===== src/rtl/eth_rx_hdr_parser_if.sv =====
`default_nettype none
// ============================================================================
// Module   : eth_rx_hdr_parser_if
// Brief    : Byte-wide Avalon-ST style frame stream (sop/eop/valid/data/error)
// Revision : 1.0 - initial release
// ============================================================================
interface eth_rx_hdr_parser_if;
    logic       startofpacket;
    logic       endofpacket;
    logic       valid;
    logic [7:0] data;
    logic       error;

    modport master (output startofpacket, endofpacket, valid, data, error);
    modport slave  (input  startofpacket, endofpacket, valid, data, error);
endinterface
`default_nettype wire


===== src/rtl/eth_rx_hdr_parser.sv =====
`default_nettype none
// ============================================================================
// Module   : eth_rx_hdr_parser
// Brief    : Ethernet header extraction, dst-address filter, payload forwarding
//            and saturating frame statistics
// Revision : 1.0 - initial release
// ============================================================================
module eth_rx_hdr_parser #(
    parameter logic [47:0] MAC_ADDR = 48'h02_00_00_00_00_01,
    parameter bit          PROMISC  = 1'b0,
    parameter int          CNT_W    = 16
) (
    input  wire logic               mac_clk,
    input  wire logic               rst,
    eth_rx_hdr_parser_if.slave      in_if,
    eth_rx_hdr_parser_if.master     out_if,
    output logic                    hdr_valid,
    output logic [47:0]             hdr_dst_mac,
    output logic [47:0]             hdr_src_mac,
    output logic [15:0]             hdr_ethertype,
    output logic [CNT_W-1:0]        cnt_ok,
    output logic [CNT_W-1:0]        cnt_err,
    output logic [CNT_W-1:0]        cnt_drop,
    output logic [CNT_W-1:0]        cnt_runt
);

    localparam logic [1:0] c_idle    = 2'd0;
    localparam logic [1:0] c_hdr     = 2'd1;
    localparam logic [1:0] c_payload = 2'd2;
    localparam logic [1:0] c_drop    = 2'd3;

    logic [1:0]       r_state;
    logic [3:0]       r_idx;
    logic [103:0]     r_sh;
    logic             r_accept;
    logic             r_first;

    logic             r_out_valid;
    logic             r_out_sop;
    logic             r_out_eop;
    logic             r_out_err;
    logic [7:0]       r_out_data;
    logic             r_hdr_valid;
    logic [47:0]      r_dst;
    logic [47:0]      r_src;
    logic [15:0]      r_type;
    logic [CNT_W-1:0] r_cnt_ok;
    logic [CNT_W-1:0] r_cnt_err;
    logic [CNT_W-1:0] r_cnt_drop;
    logic [CNT_W-1:0] r_cnt_runt;

    logic [1:0]       w_state_nxt;
    logic [3:0]       w_idx_nxt;
    logic             w_accept_nxt;
    logic             w_first_nxt;
    logic             w_fwd;
    logic             w_abort;
    logic             w_hdr_load;
    logic             w_inc_ok;
    logic             w_inc_err;
    logic             w_inc_drop;
    logic             w_inc_runt;
    logic [47:0]      w_dst;
    logic             w_dst_hit;

    function automatic logic [CNT_W-1:0] sat_inc(input logic [CNT_W-1:0] v, input logic inc);
        return (inc && (v != {CNT_W{1'b1}})) ? v + CNT_W'(1) : v;
    endfunction

    // Bytes 0..4 already sit in the low end of the shift register when byte 5 arrives.
    assign w_dst     = {r_sh[39:0], in_if.data};
    assign w_dst_hit = PROMISC || (w_dst == MAC_ADDR) || (w_dst == {48{1'b1}});

    always_comb begin
        w_state_nxt  = r_state;
        w_idx_nxt    = r_idx;
        w_accept_nxt = r_accept;
        w_first_nxt  = r_first;
        w_fwd        = 1'b0;
        w_abort      = 1'b0;
        w_hdr_load   = 1'b0;
        w_inc_ok     = 1'b0;
        w_inc_err    = 1'b0;
        w_inc_drop   = 1'b0;
        w_inc_runt   = 1'b0;
        if (in_if.valid) begin
            if (in_if.startofpacket) begin
                w_abort   = (r_state == c_payload);
                w_idx_nxt = 4'd1;
                if (in_if.endofpacket) begin
                    w_inc_runt  = 1'b1;
                    w_state_nxt = c_idle;
                end else begin
                    w_state_nxt = c_hdr;
                end
            end else begin
                case (r_state)
                    c_hdr: begin
                        if (r_idx == 4'd5) begin
                            w_accept_nxt = w_dst_hit;
                        end
                        if (in_if.endofpacket) begin
                            w_inc_runt  = 1'b1;
                            w_state_nxt = c_idle;
                        end else if (r_idx == 4'd13) begin
                            if (r_accept) begin
                                w_state_nxt = c_payload;
                                w_hdr_load  = 1'b1;
                                w_first_nxt = 1'b1;
                            end else begin
                                w_state_nxt = c_drop;
                                w_inc_drop  = 1'b1;
                            end
                        end else begin
                            w_idx_nxt = r_idx + 4'd1;
                        end
                    end
                    c_payload: begin
                        w_fwd       = 1'b1;
                        w_first_nxt = 1'b0;
                        if (in_if.endofpacket) begin
                            w_state_nxt = c_idle;
                            w_inc_err   = in_if.error;
                            w_inc_ok    = ~in_if.error;
                        end
                    end
                    c_drop: begin
                        if (in_if.endofpacket) begin
                            w_state_nxt = c_idle;
                        end
                    end
                    default: begin
                    end
                endcase
            end
        end
    end

    always_ff @(posedge mac_clk) begin
        if (rst) begin
            r_state     <= c_idle;
            r_idx       <= 4'd0;
            r_sh        <= '0;
            r_accept    <= 1'b0;
            r_first     <= 1'b0;
            r_out_valid <= 1'b0;
            r_out_sop   <= 1'b0;
            r_out_eop   <= 1'b0;
            r_out_err   <= 1'b0;
            r_out_data  <= 8'h00;
            r_hdr_valid <= 1'b0;
            r_dst       <= '0;
            r_src       <= '0;
            r_type      <= '0;
            r_cnt_ok    <= '0;
            r_cnt_err   <= '0;
            r_cnt_drop  <= '0;
            r_cnt_runt  <= '0;
        end else begin
            r_state  <= w_state_nxt;
            r_idx    <= w_idx_nxt;
            r_accept <= w_accept_nxt;
            r_first  <= w_first_nxt;
            if (in_if.valid) begin
                r_sh <= {r_sh[95:0], in_if.data};
            end
            // An abort beat and a forwarded beat are mutually exclusive: a sop never forwards.
            r_out_valid <= w_fwd | w_abort;
            r_out_sop   <= w_fwd & r_first;
            r_out_eop   <= w_abort | (w_fwd & in_if.endofpacket);
            r_out_err   <= w_abort | (w_fwd & in_if.endofpacket & in_if.error);
            r_out_data  <= w_fwd ? in_if.data : 8'h00;
            r_hdr_valid <= w_hdr_load;
            if (w_hdr_load) begin
                r_dst  <= r_sh[103:56];
                r_src  <= r_sh[55:8];
                r_type <= {r_sh[7:0], in_if.data};
            end
            r_cnt_ok   <= sat_inc(r_cnt_ok,   w_inc_ok);
            r_cnt_err  <= sat_inc(r_cnt_err,  w_inc_err | w_abort);
            r_cnt_drop <= sat_inc(r_cnt_drop, w_inc_drop);
            r_cnt_runt <= sat_inc(r_cnt_runt, w_inc_runt);
        end
    end

    assign out_if.valid         = r_out_valid;
    assign out_if.startofpacket = r_out_sop;
    assign out_if.endofpacket   = r_out_eop;
    assign out_if.error         = r_out_err;
    assign out_if.data          = r_out_data;
    assign hdr_valid            = r_hdr_valid;
    assign hdr_dst_mac          = r_dst;
    assign hdr_src_mac          = r_src;
    assign hdr_ethertype        = r_type;
    assign cnt_ok               = r_cnt_ok;
    assign cnt_err              = r_cnt_err;
    assign cnt_drop             = r_cnt_drop;
    assign cnt_runt             = r_cnt_runt;

endmodule
`default_nettype wire


===== src/flat_wrapper.sv =====
// flat-port wrapper written by rule: the top's interface ports become plain ports
module eth_rx_hdr_parser_flat 
#(
    parameter logic [47:0] MAC_ADDR = 48'h02_00_00_00_00_01,
    parameter bit          PROMISC  = 1'b0,
    parameter int          CNT_W    = 16
)
  (mac_clk, rst, hdr_valid, hdr_dst_mac, hdr_src_mac, hdr_ethertype, cnt_ok, cnt_err, cnt_drop, cnt_runt, in_if_startofpacket, in_if_endofpacket, in_if_valid, in_if_data, in_if_error, out_if_startofpacket, out_if_endofpacket, out_if_valid, out_if_data, out_if_error);
  eth_rx_hdr_parser_if in_if_i ();
  eth_rx_hdr_parser_if out_if_i ();
  input  wire logic mac_clk;
  input  wire logic rst;
  output logic hdr_valid;
  output logic [47:0] hdr_dst_mac;
  output logic [47:0] hdr_src_mac;
  output logic [15:0] hdr_ethertype;
  output logic [CNT_W-1:0] cnt_ok;
  output logic [CNT_W-1:0] cnt_err;
  output logic [CNT_W-1:0] cnt_drop;
  output logic [CNT_W-1:0] cnt_runt;
  input wire logic [$bits(in_if_i.startofpacket)-1:0] in_if_startofpacket;
  input wire logic [$bits(in_if_i.endofpacket)-1:0] in_if_endofpacket;
  input wire logic [$bits(in_if_i.valid)-1:0] in_if_valid;
  input wire logic [$bits(in_if_i.data)-1:0] in_if_data;
  input wire logic [$bits(in_if_i.error)-1:0] in_if_error;
  output wire logic [$bits(out_if_i.startofpacket)-1:0] out_if_startofpacket;
  output wire logic [$bits(out_if_i.endofpacket)-1:0] out_if_endofpacket;
  output wire logic [$bits(out_if_i.valid)-1:0] out_if_valid;
  output wire logic [$bits(out_if_i.data)-1:0] out_if_data;
  output wire logic [$bits(out_if_i.error)-1:0] out_if_error;
  assign in_if_i.startofpacket = in_if_startofpacket;
  assign in_if_i.endofpacket = in_if_endofpacket;
  assign in_if_i.valid = in_if_valid;
  assign in_if_i.data = in_if_data;
  assign in_if_i.error = in_if_error;
  assign out_if_startofpacket = out_if_i.startofpacket;
  assign out_if_endofpacket = out_if_i.endofpacket;
  assign out_if_valid = out_if_i.valid;
  assign out_if_data = out_if_i.data;
  assign out_if_error = out_if_i.error;
  eth_rx_hdr_parser #(.MAC_ADDR(MAC_ADDR), .PROMISC(PROMISC), .CNT_W(CNT_W)) u_core (.mac_clk(mac_clk), .rst(rst), .in_if(in_if_i), .out_if(out_if_i), .hdr_valid(hdr_valid), .hdr_dst_mac(hdr_dst_mac), .hdr_src_mac(hdr_src_mac), .hdr_ethertype(hdr_ethertype), .cnt_ok(cnt_ok), .cnt_err(cnt_err), .cnt_drop(cnt_drop), .cnt_runt(cnt_runt));
endmodule

===== config.mk =====
export PLATFORM = sky130hd
export DESIGN_NAME = eth_rx_hdr_parser_flat
export DESIGN_NICKNAME = d
export VERILOG_FILES = /design/src/rtl/eth_rx_hdr_parser_if.sv /design/src/rtl/eth_rx_hdr_parser.sv /design/src/flat_wrapper.sv
export SDC_FILE = /design/constraint.sdc
export NUM_CORES = 1
export LEC_CHECK = 0
export CORE_MARGIN = 5
export CORE_UTILIZATION = 35
export CTS_CLUSTER_DIAMETER = 30
export DETAILED_ROUTE_END_ITERATION = 16
export PLACE_DENSITY_LB_ADDON = 0.1
export SETUP_SLACK_MARGIN = 0.5
export SYNTH_ARGS = -nofsm -noshare
export SYNTH_HDL_FRONTEND = slang
export SYNTH_SLANG_ARGS = --single-unit

===== constraint.sdc =====
create_clock -name mac_clk -period 4.45 [get_ports mac_clk]
set_input_delay 0.445 -clock mac_clk [delete_from_list [all_inputs] [get_ports mac_clk]]
set_output_delay 0.445 -clock mac_clk [all_outputs]
set_load 0.02 [all_outputs]

Fig. 1: run 1, gate families picked out
Scale: 2 px per um.
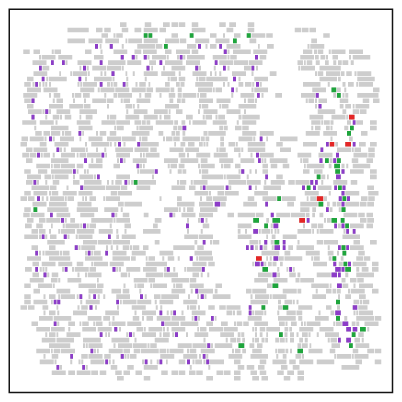
legend:
  inverting AOI/OAI gates:
    colour: purple
    cells: 175
    where: all over the die
  AND-OR and OR-AND gates:
    colour: red
    cells: 6
    where: right middle
  AND and OR gates:
    colour: green
    cells: 47
number of standard cells in the final layout excluding fillers: 2,021
most frequent logic cell in the layout: sky130_fd_sc_hd__dfxtp_1
multi-input combinational area share: 30.9%

Fig. 2: run 1, metal 3
Scale: 2 px per um.
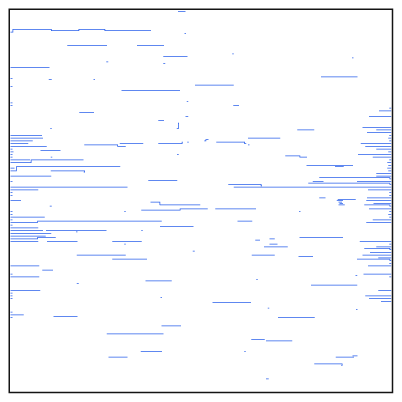
main direction: horizontal
nets with wire on the layer: 139
DR vias: 9,706
GR Util met3: 4.82%
Routed Wire Length: 31,900 um

==> out/metrics.json, run 1 <==
{
  "final_net_count": {"value": 1540},
  "postCtsSetupBuffers": {"value": 0},
  "critical-path-top-delay-family": {"value": "simple AND/OR/NAND/NOR gates"},
  "final_cell_mix": {"value": "sky130_fd_sc_hd__dfxtp_1 (301), sky130_fd_sc_hd__nand2_1 (248), sky130_fd_sc_hd__clkdlybuf4s50_1 (200), sky130_fd_sc_hd__nor2_1 (171), sky130_fd_sc_hd__a21oi_1 (137)"},
  "layout.sequential_cells": {"value": 301},
  "tns": {"value": 0, "unit": "ns"},
  "registers_synthesis": {"value": 301},
  "area_dominant_class": {"value": "flip-flops and latches"},
  "finalHoldViolCount": {"value": 0},
  "seq_area_frac_synth": {"value": 52.6, "unit": "%"},
  "rows": {"value": 66},
  "chipArea": {"value": 36400, "unit": "um^2"},
  "vdd_ir_drop_max": {"value": 0.308, "unit": "mV"},
  "well_tap_count": {"value": 442},
  "clockBufferCount": {"value": 96},
  "number_of_antenna_violations_at_the_first_check_in_global_routing": {"value": 2},
  "sum_of_net_half_perimeters_after_detailed_placement": {"value": 20500, "unit": "um"},
  "logic_gate_count": {"value": 921},
  "nNonClkInverters": {"value": 8},
  "drt_iter0_drc": {"value": 441},
  "ys_cells": {"value": 1310},
  "port_buffers": {"value": 202},
  "detail_route.wl_per_cell": {"value": 15.8, "unit": "um"},
  "critical-path-max-stage-delay": {"value": 0.64, "unit": "ns"},
  "post-route-min-period": {"value": 2.69, "unit": "ns"},
  "h_tree_levels": {"value": 3},
  "finalClockPeriodUsage": {"value": 60.4, "unit": "%"},
  "routed_met1_length": {"value": 15100, "unit": "um"},
  "clock_cell_share_of_area": {"value": 16.3, "unit": "%"},
  "timing.hold.worst.class": {"value": "in2reg"},
  "critPathLaunchType": {"value": "primary input"},
  "synth_async_sr_flop_share": {"value": 0, "unit": "%"},
  "critical_path_arrival": {"value": 3.14, "unit": "ns"},
  "wl_met3": {"value": 1980, "unit": "um"},
  "run_status": {"value": "completed"},
  "yosys.area.top_type": {"value": "sky130_fd_sc_hd__dfxtp_1"},
  "slew_violations": {"value": 0},
  "final-comb-area": {"value": 5110, "unit": "um^2"},
  "ioPinCount": {"value": 203},
  "num-nonclk-buffers": {"value": 213},
  "post_route_cells_drive_above_1_share": {"value": 9.51, "unit": "%"},
  "max_slew_margin": {"value": 26.3, "unit": "%"},
  "grtUsageMet2": {"value": 25.9, "unit": "%"},
  "fin_skew": {"value": 0.0221, "unit": "ns"},
  "max_root_sink_buffers": {"value": 3},
  "setup_slack_reg_to_reg": {"value": 1.88, "unit": "ns"},
  "path_cells": {"value": "clkdlybuf4s50_1, nand2b_1, or4_4, or4_1, or3_1, a21oi_1"},
  "p_leak": {"value": 0.00603, "unit": "uW"},
  "openroad_warning_count": {"value": 31},
  "timing.critical_path.required": {"value": 4.90, "unit": "ns"},
  "grt_pass1_wl": {"value": 51100, "unit": "um"},
  "global_route.usage.met1": {"value": 23.4, "unit": "%"},
  "grt_pass1_vias": {"value": 9467},
  "yosys.stat.chipArea": {"value": 11500, "unit": "um^2"},
  "syn_nets": {"value": 1330},
  "grt_setup_unrepaired": {"value": "false"},
  "ys.warnings.count": {"value": 0},
  "enable_flop_cells": {"value": 0},
  "core": {"value": 32500, "unit": "um^2"},
  "reg2reg_from": {"value": "u_core.r_idx[0]"},
  "syn_area": {"value": 11500, "unit": "um^2"},
  "fin_total_pwr": {"value": 8640, "unit": "uW"},
  "netlist_instances": {"value": 1310},
  "ys_types": {"value": 44},
  "vias_per_cell": {"value": 4.80},
  "whs_endpoint": {"value": "u_core.r_state[0]"},
  "grt_start_max_net_pins": {"value": 133},
  "cts_buffer_count": {"value": 75},
  "detail_route.drc_violations": {"value": 0},
  "largest_register_ff_count": {"value": 104},
  "nonClkBufAreaFrac": {"value": 12.9, "unit": "%"},
  "clock_tree_from_tritoncts": {"value": "built"},
  "largest_register": {"value": "u_core.r_sh"},
  "worst_r2r_endpoint": {"value": "u_core.cnt_drop[15]"},
  "die_w": {"value": 191, "unit": "um"},
  "layout.filler_cells": {"value": 3073},
  "floorplan.core_util": {"value": 35.3, "unit": "%"},
  "timing_worst_slew_pin_value": {"value": 1.10, "unit": "ns"},
  "cts_sinks": {"value": 301},
  "slowest_stage": {"value": "sky130_fd_sc_hd__or4_1"}
}
Fig. 3: run 1, drive-strength map
Scale: 2 px per um.
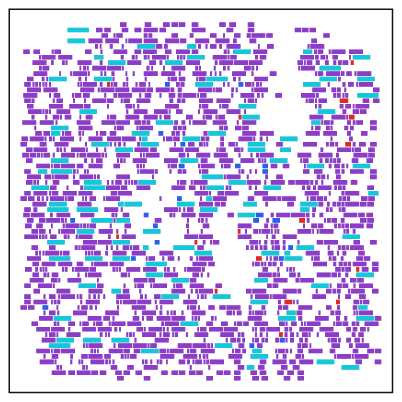
legend:
  drive 1 or less:
    colour: purple
    cells: 1,428
    share: 90%
  drive 3 to 4:
    colour: blue
    cells: 22
    share: 1.4%
  drive 6 and up:
    colour: cyan
    cells: 112
    share: 7.1%
  drive 2:
    colour: red
    cells: 16
    share: 1.0%
Non-Filler Cell Area, Final: 16,600 um^2
setup slack of the critical path after layout: 1.76 ns

## run 1: cell usage after synthesis, types with 2 or more instances
cell / number
sky130_fd_sc_hd__nand2b_1: 5
sky130_fd_sc_hd__and4_1: 7
sky130_fd_sc_hd__nand4_1: 29
sky130_fd_sc_hd__nand3b_1: 2
sky130_fd_sc_hd__and3_1: 8
sky130_fd_sc_hd__a31oi_1: 2
sky130_fd_sc_hd__nor2_1: 171
sky130_fd_sc_hd__a21oi_1: 137
sky130_fd_sc_hd__buf_1: 11
sky130_fd_sc_hd__and2_1: 11
sky130_fd_sc_hd__nor4b_1: 2
sky130_fd_sc_hd__or4_1: 4
sky130_fd_sc_hd__a31o_2: 4
sky130_fd_sc_hd__o211ai_1: 6
sky130_fd_sc_hd__inv_1: 8
sky130_fd_sc_hd__clkbuf_1: 68
sky130_fd_sc_hd__o2111ai_1: 3
sky130_fd_sc_hd__o21ai_0: 20
sky130_fd_sc_hd__nor3b_1: 2
sky130_fd_sc_hd__nand3_1: 26
sky130_fd_sc_hd__mux2i_1: 107
sky130_fd_sc_hd__a211oi_1: 2
sky130_fd_sc_hd__nor4_1: 35
sky130_fd_sc_hd__dfxtp_1: 301
sky130_fd_sc_hd__nor2b_1: 3
sky130_fd_sc_hd__nand2_1: 249
sky130_fd_sc_hd__xor2_1: 13
sky130_fd_sc_hd__nor3_1: 14
sky130_fd_sc_hd__xnor2_1: 28
sky130_fd_sc_hd__or3_1: 12
sky130_fd_sc_hd__or2_2: 2
sky130_fd_sc_hd__ha_1: 6
## run 1: metrics by stage
stage / worst slack [ns] / instances / utilization (%) / cell area (um^2)
finish: 1.76 / 2021 / 51.1 / 16600
global placement: 1.30 / 1885 / 42.7 / 13900
detailed placement: 1.26 / 1885 / 42.7 / 13900
CTS: 1.82 / 2020 / 51.0 / 16600
global route: 1.65 / 2021 / 51.1 / 16600
floorplan: 2.02 / 1310 / - / 11500
## run 1: cell families (layout without fill, tap and decap cells)
family                   after synthesis  in the layout  synth area share, %
buffers and inverters                 88            356                 2.89
XOR/XNOR                              41             41                 3.14
flip-flops                           301            301                 52.6
AND/OR/NAND/NOR                      585            585                 22.7
AND-OR/OR-AND                        181            181                 8.54
adder cells (fa/ha/maj)                6              6                0.655
multiplexers                         108            108                 9.45
other                                  0              1                    0
## run 1: worst max-delay path by stage
stage	start	end	slack (ns)	depth (start not counted)
after floorplan	in_if_endofpacket	u_core.cnt_drop[15]	2.02	6
after global placement	in_if_startofpacket	u_core.cnt_drop[15]	1.30	6
after detailed placement	in_if_startofpacket	u_core.cnt_drop[15]	1.26	6
after CTS	in_if_startofpacket	u_core.cnt_drop[15]	1.82	6
after global routing	in_if_startofpacket	u_core.cnt_drop[15]	1.65	6
final	in_if_startofpacket	u_core.cnt_drop[15]	1.76	6
## run 1: power by group
| group | internal [uW] | switching, uW |
|---|---|---|
| sequential | 2720 | 17.2 |
| clock | 4110 | 1640 |
| combinational | 52.2 | 96.8 |
| total | 6880 | 1760 |
Fig. 4: run 1, placed cells, one colour a class
Scale: 2 px per um. Fill, decap, tap and diode cells in grey.
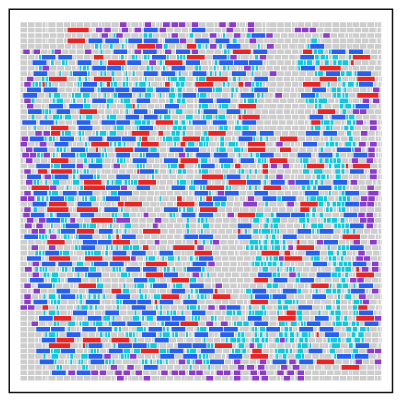

==> inputs of run 2 (changes only) <==
==> constraint.sdc (replaced) <==
create_clock -name mac_clk -period 2.55 [get_ports mac_clk]
set_input_delay 0.255 -clock mac_clk [delete_from_list [all_inputs] [get_ports mac_clk]]
set_output_delay 0.255 -clock mac_clk [all_outputs]
set_load 0.02 [all_outputs]
Fig. 5: run 2, placed cells, one colour a class
Scale: 2 px per um. Fill, decap, tap and diode cells in grey.
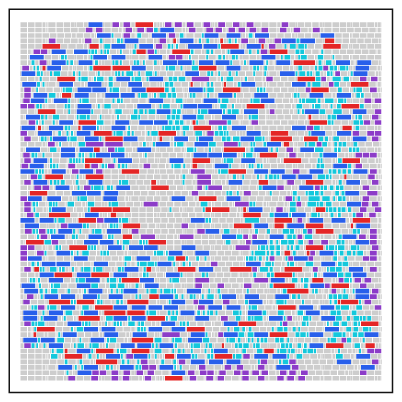
legend:
  other buffers and delay cells:
    colour: purple
    cells: 252
  all other logic:
    colour: cyan
    cells: 929
  flip-flops:
    colour: blue
    cells: 301
  clock drivers and dummy loads:
    colour: red
    cells: 135
Non-Filler Cell Area, Final: 17,200 um^2
fraction of standard cell area that is sequential: 35.1%
number of cell rows: 66

==> out/metrics.json, run 2 <==
{
  "post_route_cells_drive_above_1_share": {"value": 13.0, "unit": "%", "change": "+3.5 points"},
  "sw_frac_of_total": {"value": 20.2, "unit": "%", "change": "-0.15 points"},
  "slew_violations": {"value": 0, "change": "unchanged"},
  "vias_per_cell": {"value": 4.86, "change": "+1.2%"},
  "internal_power": {"value": 12100, "unit": "uW", "change": "+76%"},
  "yosys.stat.chipArea": {"value": 11500, "unit": "um^2", "change": "unchanged"},
  "netlist_top_cells_count": {"value": "sky130_fd_sc_hd__dfxtp_1 (301), sky130_fd_sc_hd__nand2_1 (249), sky130_fd_sc_hd__nor2_1 (171)"},
  "final_net_count": {"value": 1580, "change": "+2.6%"},
  "comb_power_share": {"value": 1.9, "unit": "%", "change": "+0.2 points"},
  "detail_route.wl_per_cell": {"value": 16.3, "unit": "um", "change": "+2.9%"},
  "slowest_stage": {"value": "sky130_fd_sc_hd__or4_4"},
  "grt_pass1_wl": {"value": 53200, "unit": "um", "change": "+4.1%"},
  "grt-busiest-layer": {"value": "met2"},
  "timing_worst_slew_pin_value": {"value": 0.829, "unit": "ns", "change": "-0.268 ns"},
  "utilization_after_layout": {"value": 52.9, "unit": "%", "change": "+1.9 points"},
  "fin_skew": {"value": 0.0337, "unit": "ns", "change": "+0.0116 ns"},
  "max_root_sink_buffers": {"value": 3, "change": "unchanged"},
  "cts_sinks": {"value": 301, "change": "unchanged"},
  "critical-path-max-stage-delay": {"value": 0.51, "unit": "ns", "change": "-0.13 ns"},
  "grt_pass1_vias": {"value": 9882, "change": "+4.4%"},
  "finalSetupViolCount": {"value": 0},
  "syn_area": {"value": 11500, "unit": "um^2", "change": "unchanged"},
  "final_cell_mix": {"value": "sky130_fd_sc_hd__dfxtp_1 (296), sky130_fd_sc_hd__nand2_1 (248), sky130_fd_sc_hd__clkdlybuf4s50_1 (200), sky130_fd_sc_hd__nor2_1 (170), sky130_fd_sc_hd__a21oi_1 (136)"},
  "largest_register": {"value": "u_core.r_sh"},
  "run_status": {"value": "completed"},
  "grt_start_max_net_pins": {"value": 105, "change": "-21%"},
  "global_route.usage.met1": {"value": 23.7, "unit": "%", "change": "+0.26 points"},
  "number_of_antenna_violations_at_the_first_check_in_global_routing": {"value": 0, "change": "-2"},
  "clock_tree_from_tritoncts": {"value": "built"},
  "yosys.area.top_type": {"value": "sky130_fd_sc_hd__dfxtp_1"},
  "grtUsageTotal": {"value": 17.8, "unit": "%"},
  "timing.critical_path.required": {"value": 3.01, "unit": "ns", "change": "-1.89 ns"},
  "criticalPathCategory": {"value": "reg2reg"},
  "seq_area_frac_synth": {"value": 52.6, "unit": "%", "change": "unchanged"},
  "netlist_instances": {"value": 1310, "change": "unchanged"},
  "largest_register_ff_count": {"value": 104, "change": "unchanged"},
  "finalHoldViolCount": {"value": 0, "change": "unchanged"},
  "cts_buffer_count": {"value": 76, "change": "+1.3%"},
  "max_slew_margin": {"value": 44.8, "unit": "%", "change": "+18 points"},
  "synth_async_sr_flop_share": {"value": 0, "unit": "%", "change": "unchanged"},
  "critPathLaunchType": {"value": "flop"},
  "dpl_cell_area": {"value": 14100, "unit": "um^2", "change": "+2.0%"},
  "detail_route.drc_violations": {"value": 0, "change": "unchanged"},
  "registers_synthesis": {"value": 301, "change": "unchanged"},
  "floorplan.core_util": {"value": 35.3, "unit": "%", "change": "unchanged"},
  "core": {"value": 32500, "unit": "um^2", "change": "unchanged"},
  "path_cells": {"value": "or3b_4, or4_4, or4_4, or3_1, a21oi_1"},
  "enable_flop_cells": {"value": 0, "change": "unchanged"},
  "finalClockPeriodUsage": {"value": 88.5, "unit": "%"},
  "mostFrequentLayoutCell": {"value": "sky130_fd_sc_hd__dfxtp_1"},
  "h_tree_levels": {"value": 3, "change": "unchanged"},
  "critical_path_arrival": {"value": 2.72, "unit": "ns", "change": "-0.42 ns"},
  "post-route-min-period": {"value": 2.26, "unit": "ns"},
  "drt_iter0_drc": {"value": 460, "change": "+4.3%"},
  "switching_power": {"value": 3060, "unit": "uW", "change": "+74%"},
  "syn_nets": {"value": 1330, "change": "unchanged"},
  "ys.warnings.count": {"value": 0, "change": "unchanged"},
  "grtUsageMet2": {"value": 27.4, "unit": "%", "change": "+1.5 points"},
  "clockPowerShare": {"value": 66.6, "unit": "%", "change": "about the same"},
  "openroad_warning_count": {"value": 32, "change": "+3.2%"},
  "ys_cells": {"value": 1310, "change": "unchanged"},
  "ioPinCount": {"value": 203, "change": "unchanged"},
  "ys_types": {"value": 44, "change": "unchanged"},
  "drt-total-wl": {"value": 33500, "unit": "um", "change": "+4.9%"},
  "area_fraction_of_the_dominant_cell_type_after_synthesis": {"value": 52.6, "unit": "%"},
  "p_leak": {"value": 0.00631, "unit": "uW", "change": "+4.7%"},
  "seq_power_share": {"value": 31.5, "unit": "%", "change": "about the same"},
  "die_w": {"value": 191, "unit": "um", "change": "unchanged"},
  "netlist.top_cell.by_instances": {"value": "sky130_fd_sc_hd__dfxtp_1"},
  "port_buffers": {"value": 202, "change": "unchanged"},
  "vdd_ir_drop_max": {"value": 0.521, "unit": "mV", "change": "+69%"},
  "grt_setup_unrepaired": {"value": "true"},
  "timing.hold.worst.class": {"value": "in2reg"},
  "sum_of_net_half_perimeters_after_detailed_placement": {"value": 21000, "unit": "um", "change": "+2.6%"},
  "chipArea": {"value": 36400, "unit": "um^2", "change": "unchanged"}
}
Fig. 6: run 2, metal 3
Scale: 2 px per um.
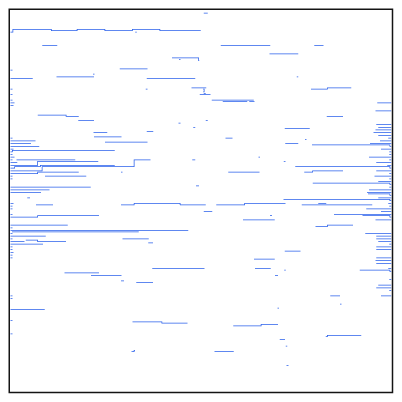
longest straight run: 88.6 um
nets with wire on the layer: 130
main direction: horizontal
GR Util met3: 5.42%
DR vias: 10,000

-- run 2: what timing repair did --
action                                  4_1_cts  5_1_grt
pin swaps                                     0        4
resized                                       3       23
cloned                                        0        5
buffers inserted                              1        9
hold buffers                                  1        0
endpoints found under the setup margin       23       41
endpoints found under the hold margin         1        0
-- run 2: path summary, 6_finish.rpt --
path                                         from                          end  slack, ns  cells past startpoint
worst min register to register     u_core.r_first  u_core.out_if.startofpacket       0.44                      1
worst min-delay path                          rst           u_core.cnt_drop[1]       0.12                      2
worst max-delay path            u_core.r_state[0]          u_core.cnt_drop[11]       0.29                      5
worst max register to register  u_core.r_state[0]          u_core.cnt_drop[11]       0.29                      5
-- run 2: critical path, delay by kind of cell, from the launching register on --
| family | cells | cell delay (ns) |
|---|---|---|
| AOI/OAI and AO/OA | 1 | 0.13 |
| DFF | 1 | 0.33 |
| and+or+nand+nor | 4 | 1.71 |
-- run 2: cells by family (layout without fill, tap and decap cells) --
kind of cell	count (synthesis)	after routing	synth area share (%)
buffers and inverters	88	395	2.89
AND/OR/NAND/NOR	585	585	22.7
multiplexers	108	108	9.45
adder cells (fa/ha/maj)	6	6	0.655
XOR/XNOR	41	41	3.14
AND-OR/OR-AND	181	181	8.54
flip-flops	301	301	52.6
-- run 2: power groups by stage --
stage / logic (uW) / clock network (uW) / registers, uW
finish: 282 / 10100 / 4770
CTS: 282 / 10300 / 4770
detailed placement: 277 / 0 / 4860
global placement: 278 / 0 / 4860
global route: 307 / 10600 / 4770
floorplan: 185 / 0 / 4850
-- run 2: cell type report --
cell class,count,area [um^2]
clock buffers,98,2120
multi-input cells,921,5200
repair buffers,252,2650
flip-flops and latches,301,6030
well taps,442,553
fillers,2989,15300
inverters,8,30.0
clock inverters,37,593
-- run 2: layer usage --
layer | vias up | share of wire, %
met2 | 217 | 45
li1 | 5022 | -
met3 | 62 | 6.2
met5 | - | 0
met4 | 0 | 2.1
met1 | 4703 | 47
-- run 2: through the flow --
step	setup slack, ns	hold WS, ns	instances	TNS [ns]	power [uW]
finish	0.294	0.117	2059	0	15100
global route	0.256	0.128	2059	0	15700
CTS	0.327	0.107	2045	0	15300
detailed placement	-0.141	0.442	1908	-0.577	5130
global placement	-0.136	0.437	1908	-0.577	5130
floorplan	0.314	0.377	1310	0	5030
Power figures rest on the tool's default switching activity, not on a simulated workload.
